**src/rtl/led_seq_pkg.sv**
```systemverilog
// led_seq_pkg: shared mode encodings and default constants for the LED sequencer.
package led_seq_pkg;
  typedef enum logic [1:0] {
    MODE_RUN    = 2'd0,
    MODE_BOUNCE = 2'd1,
    MODE_BLINK  = 2'd2,
    MODE_FILL   = 2'd3
  } mode_t;
  localparam int TICK_MAX_DEF = 25_000_000;
  localparam int PWM_W = 4;
endpackage

```
**src/rtl/led_seq_tick.sv**
```systemverilog
// led_seq_tick: prescaler emitting a step strobe every TICK_MAX >> speed_sel clocks.
module led_seq_tick
  import led_seq_pkg::*;
#(
  parameter int TICK_MAX = 8,
  parameter int CNT_W = $clog2(TICK_MAX)
) (
  input  logic       sys_clk,
  input  logic       sys_rst_n,
  input  logic [1:0] speed_sel,
  input  logic       clr,
  output logic       step
);
  localparam logic [31:0] TM = TICK_MAX;
  logic [CNT_W-1:0] cnt;
  logic [31:0] per_m1;
  assign per_m1 = (TM >> speed_sel) - 32'd1;
  // >= rather than == so a faster speed_sel never skips a step
  assign step = 32'(cnt) >= per_m1;
  always_ff @(posedge sys_clk)
    if (!sys_rst_n || clr || step) cnt <= '0;
    else cnt <= cnt + CNT_W'(1);
endmodule

```
**src/rtl/led_sequencer.sv**
```systemverilog
// led_sequencer: multi-mode LED pattern generator (run, bounce, blink, fill).
// Define LED_SEQ_PWM_EN to add a duty input that dims the LEDs with a 4-bit PWM.
module led_sequencer
  import led_seq_pkg::*;
#(
  parameter int LED_NUM = 4,
  parameter int TICK_MAX = TICK_MAX_DEF,
  parameter int CNT_W = $clog2(TICK_MAX)
) (
  input  logic               sys_clk,
  input  logic               sys_rst_n,
  input  logic [1:0]         mode,
  input  logic               dir,
  input  logic [1:0]         speed_sel,
`ifdef LED_SEQ_PWM_EN
  input  logic [PWM_W-1:0]   duty,
`endif
  output logic [LED_NUM-1:0] led,
  output logic               step_pulse,
  output logic               wrap
);
  localparam logic [LED_NUM-1:0] LSB = 1;
  localparam logic [LED_NUM-1:0] MSB = LSB << (LED_NUM - 1);
  mode_t m, mode_q;
  logic init, bdn, nxt_bdn, nxt_wrap, load, step;
  logic [LED_NUM-1:0] pat, nxt, start, rev;
  assign m = mode_t'(mode);
  assign load = init || m != mode_q;
  for (genvar i = 0; i < LED_NUM; i++) begin : g_rev
    assign rev[i] = pat[LED_NUM-1-i];
  end
  led_seq_tick #(.TICK_MAX(TICK_MAX), .CNT_W(CNT_W)) u_tick (
    .sys_clk(sys_clk),
    .sys_rst_n(sys_rst_n),
    .speed_sel(speed_sel),
    .clr(load),
    .step(step)
  );
  always_comb begin
    start = (m == MODE_RUN && dir) ? MSB :
            (m == MODE_RUN || m == MODE_BOUNCE) ? LSB :
            (m == MODE_BLINK) ? '1 : '0;
    nxt = pat;
    nxt_wrap = 1'b0;
    nxt_bdn = bdn;
    case (mode_q)
      MODE_RUN: begin
        nxt = dir ? {pat[0], pat[LED_NUM-1:1]} : {pat[LED_NUM-2:0], pat[LED_NUM-1]};
        nxt_wrap = nxt == (dir ? MSB : LSB);
      end
      MODE_BOUNCE: begin
        nxt = bdn ? pat >> 1 : pat << 1;
        nxt_bdn = bdn ? !nxt[0] : nxt[LED_NUM-1];
        nxt_wrap = nxt[0];
      end
      MODE_BLINK: begin
        nxt = ~pat;
        nxt_wrap = &nxt;
      end
      default: begin
        // a full bar, or a bar not contiguous from the current fill end, restarts at zero
        nxt = (&pat || (dir ? |(rev & (rev + LSB)) : |(pat & (pat + LSB)))) ? '0 :
              dir ? {1'b1, pat[LED_NUM-1:1]} : {pat[LED_NUM-2:0], 1'b1};
        nxt_wrap = nxt == '0;
      end
    endcase
  end
  always_ff @(posedge sys_clk)
    if (!sys_rst_n) begin
      pat <= '0;
      step_pulse <= 1'b0;
      wrap <= 1'b0;
      mode_q <= MODE_RUN;
      init <= 1'b1;
      bdn <= 1'b0;
    end else if (load) begin
      pat <= start;
      step_pulse <= 1'b0;
      wrap <= 1'b0;
      mode_q <= m;
      init <= 1'b0;
      bdn <= 1'b0;
    end else begin
      step_pulse <= step;
      wrap <= step && nxt_wrap;
      if (step) begin
        pat <= nxt;
        bdn <= nxt_bdn;
      end
    end
`ifdef LED_SEQ_PWM_EN
  logic [PWM_W-1:0] pwm_cnt;
  always_ff @(posedge sys_clk)
    if (!sys_rst_n) pwm_cnt <= '0;
    else pwm_cnt <= pwm_cnt + PWM_W'(1);
  assign led = pat & {LED_NUM{pwm_cnt < duty || &duty}};
`else
  assign led = pat;
`endif
endmodule

```
**config.mk**
```make
export PLATFORM = sky130hd
export DESIGN_NAME = led_sequencer
export DESIGN_NICKNAME = d
export VERILOG_FILES = /design/src/rtl/led_seq_pkg.sv /design/src/rtl/led_seq_tick.sv /design/src/rtl/led_sequencer.sv
export SDC_FILE = /design/constraint.sdc
export NUM_CORES = 1
export LEC_CHECK = 0
export CAP_MARGIN = 20
export CORE_UTILIZATION = 55
export CTS_CLUSTER_SIZE = 14
export DETAILED_ROUTE_END_ITERATION = 7
export PLACE_DENSITY = 0.74
export SETUP_SLACK_MARGIN = 0.2
export SYNTH_ARGS = -nofsm -noshare
export SYNTH_HDL_FRONTEND = slang
export SYNTH_SLANG_ARGS = --single-unit
```
**constraint.sdc**
```tcl
create_clock -name sys_clk -period 6.7 [get_ports sys_clk]
set_input_delay 1.675 -clock sys_clk [delete_from_list [all_inputs] [get_ports sys_clk]]
set_output_delay 1.675 -clock sys_clk [all_outputs]
set_load 0.1 [all_outputs]
```
==> Changelog: implementation <==
### Changed

* RSZ-0062 raised after global routing: false
* Initial core utilization at 0.5715
* Met3 wire len at 186 µm
* Post-synth top cells: nor2_1 (41), dfxtp_1 (35), nand2_1 (21)
* DR iter-0 viols at 158
* Least-Margin Pin Slew at 0.9603 ns
* Crit end category: flop
* EDFF count, synth at 0
* First-pass GRT wire length at 7638 µm
* Final setup fails at 0
* Top area cell types: dfxtp_1 (31%), ha_1 (9.9%), nor2_1 (6.7%)
* Worst-path clk slew at 0.06 ns
* CP required at 6.91 ns
* Critical Path Start Type: input port
* Synth Area per Inst at 8.343 µm²
* Routed WL at 4516 µm
* Synth unique cells at 48
* Antenna-violating nets left at 0
* Worst path cell trace: clkdlybuf4s50_1, inv_1, nand2_1, inv_1, ha_1, and3_1, a221oi_1, nor3_2, o31ai_4, nand3_2, nor2_1
* Area of the multi-input gates at 1480 µm²
* Power per cell area at 174.4 nW/µm²
* Via density at 5.798
* Area leader share at 0.3065
* FP Rows at 23
* Post-Synthesis Cell Area at 2286 µm²
* Met1 WL at 2254 µm
* Sink Count at 35
* Late-Pin Clk Latency at 0.28 ns
* Tool warning count at 26
* Max FO, Critical Path at 24
* Post-CTS Repair Setup Buffers at 0
* Final layout net count at 306
* Antenna violations before repair at 0
* CTS buffer count at 5
* Max cap viols at 0
* Met2 wire len at 2030 µm
* Crit-path most repeated cell: inv_1
* Final Wtd Congestion at 0.8687
* Slew headroom at 0.3578
* Sequential area share after synthesis at 0.3065
* Grt total ovfl at 0
* Top-level I/O count at 13
* CTS H-tree depth at 2
* CP Data Arrival Time at 4.56 ns
* Status: completed
* CP Class: input port to flop
* Via count at 1,919
* Post-synth regs at 35
* Leak at 0.9600 nW
* Async SR Flop Fraction at 0
* Synthesized instance count at 274
* Peak supply drop at 0.0001550 V
* ANT cells at 0
* Detailed placer's ending HPWL at 3331 µm
* Fin. max-slew vios at 0
* Vias in the first global route at 1,714
* Yosys Instances at 274
* Worst Hold Class: flop to flop
* Most used flip-flop cell: dfxtp_1
* Pin count of the biggest net entering global routing at 25
* Fmax at 0.2295 GHz
* Highest routed layer: met4
* Die height at 66.47 µm
* Yosys stat chip area at 2286 µm²
* Top-count cell post-synth: nor2_1
* Instance area at placement at 2405 µm²
* Worst path max stage delay at 0.56 ns
* Register Area at 700.7 µm²
* Hold_buf cts at 0
* Post-CTS sizing at 0
* Number of buffers added on ports at 12
* DR DRC count at 0
* Final Hold Violating Endpoints at 0
* WL/cell at 13.64 µm
* Clock buffer depth at 2
* Root Buffer: clkbuf_8
* Post-Route Skew at 0.006510 ns
* Pre-antenna DRT Iters at 4
* Share of cells above drive strength 1 at 0.06762
* Cycle use final at 0.6503
* CTS tree: done
* GRT Util Overall at 0.2252
* DIE AREA at 4418 µm²
* CP max-delay cell: clkdlybuf4s50_1
* Synth warn at 0
worst max-delay path, delay by kind of cell:
kind | cells | cell delay [ns]
and+or+nand+nor | 5 | 1.10
adders and majority gates | 1 | 0.29
AOI/OAI and AO/OA | 2 | 0.75
buffers and inverters | 3 | 0.73
routing by layer:
layer  track usage  up-vias
met5             0        -
met4       0.06383        0
met3       0.04966        4
met2        0.3533       48
met1        0.3076      882
li1              -      985
kinds of logic (layout without fill, tap and decap cells):
kind of cell             after synthesis  after routing  synth area share
multiplexers                           3              3           0.01314
adder cells (fa/ha/maj)               18             18           0.09852
buffers and inverters                 24             30           0.04762
XOR/XNOR                              27             27            0.1067
AND/OR/NAND/NOR                      112            112            0.2496
other                                  1              2          0.001640
flip-flops                            35             35            0.3065
AND-OR/OR-AND                         54             54            0.1763
state kept, by name, summed over array words and instances (netlist names):
register,cells
led,4
step_pulse,1
u_tick.cnt,25
init,1
bdn,1
mode_q,2
wrap,1
report_power, final:
group | leakage (nW) | internal, W | total, W | switching, W
clock network | 0.0470 | 0.0000806 | 0.000152 | 0.0000713
registers | 0.284 | 0.000211 | 0.000221 | 0.00000960
logic | 0.629 | 0.0000226 | 0.0000622 | 0.0000396
layout make-up:
class,instances,share of cell area
clock buffers,6,0.03313
multi-input cells,216,0.5939
repair buffers,12,0.04819
inverters,11,0.01657
clock inverters,1,0.002008
well taps,50,0.02510
flip-flops and latches,35,0.2811
through the flow:
step	setup WS, ns	total power (W)	std cells	hold WS [ns]	util
2_1_floorplan	3.120	0.0002721	275	0.4297	-
3_3_place_gp	2.157	0.0002864	324	0.4444	0.6012
3_5_place_dp	2.035	0.0002869	324	0.4502	0.6012
4_1_cts	2.328	0.0004380	331	0.4658	0.6231
5_1_grt	2.090	0.0004533	331	0.4936	0.6231
6_report	2.343	0.0004348	331	0.4632	0.6231
layout by cell type (no fill, tap or decap), drive strengths merged, types with 2 or more instances in the layout:
master,instances
nand3,12
a31oi,3
nand4,10
o211a,2
o211ai,3
o31ai,2
a21o,3
xnor2,12
clkbuf,6
and3,10
o21ai,9
mux2i,3
a2111oi,2
nand2,21
conb,2
a211oi,3
o22ai,3
nor2,41
dfxtp,35
a21oi,14
and2,3
clkdlybuf4s50,12
xor2,15
a221oi,2
nor2b,2
ha,18
nand4b,4
inv,11
nor3,5
path summary, 6_finish.rpt:
check,slack [ns],endpoint,depth (start not counted),start
worst max register to register,4.14,u_tick.cnt[5],7,u_tick.cnt[5]
worst min register to register,0.46,u_tick.cnt[0],1,u_tick.cnt[0]
worst max-delay path,2.34,u_tick.cnt[5],11,speed_sel[0]
worst min-delay path,0.46,u_tick.cnt[0],1,u_tick.cnt[0]
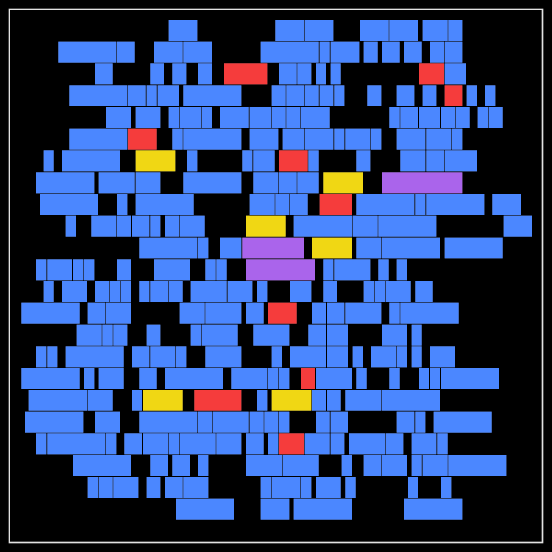
sizes.png
Scale: 8 px per µm.
[_2 cells] red | cells: 10
[_6 and larger] yellow | cells: 6
[_3 and _4 cells] purple | cells: 3
[_0 and _1 cells] blue | cells: 262
Signal buffers: 12
setup slack after layout: 2.343 ns
Layout Area Growth over Synthesis: 9.031%
Design Area, Final: 2492 µm²

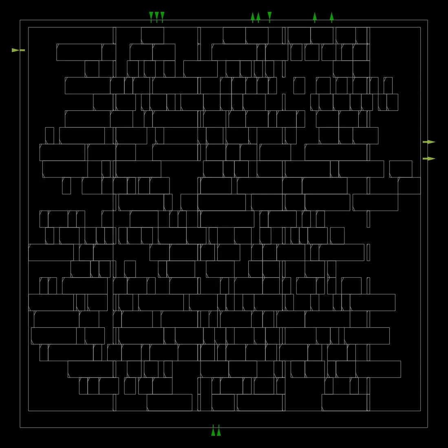
placement.png
core area: 4000 µm²
post-layout util: 0.6231
fill count: 347

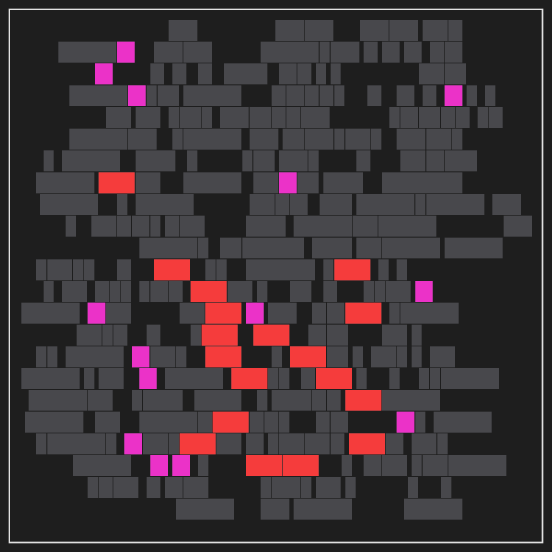
logic_types.png
Scale: 8 px per µm.
[fa/ha/maj cells] red | cells: 18 | most used: ha_1
[and/or cells] magenta | cells: 14 | most used: and3_1
final cell count without fillers: 331
most frequent logic cell in the layout: nor2_1
fraction of area in multi-input gates: 0.5939

No activity file was given, so power comes from the tool's default toggle rates.
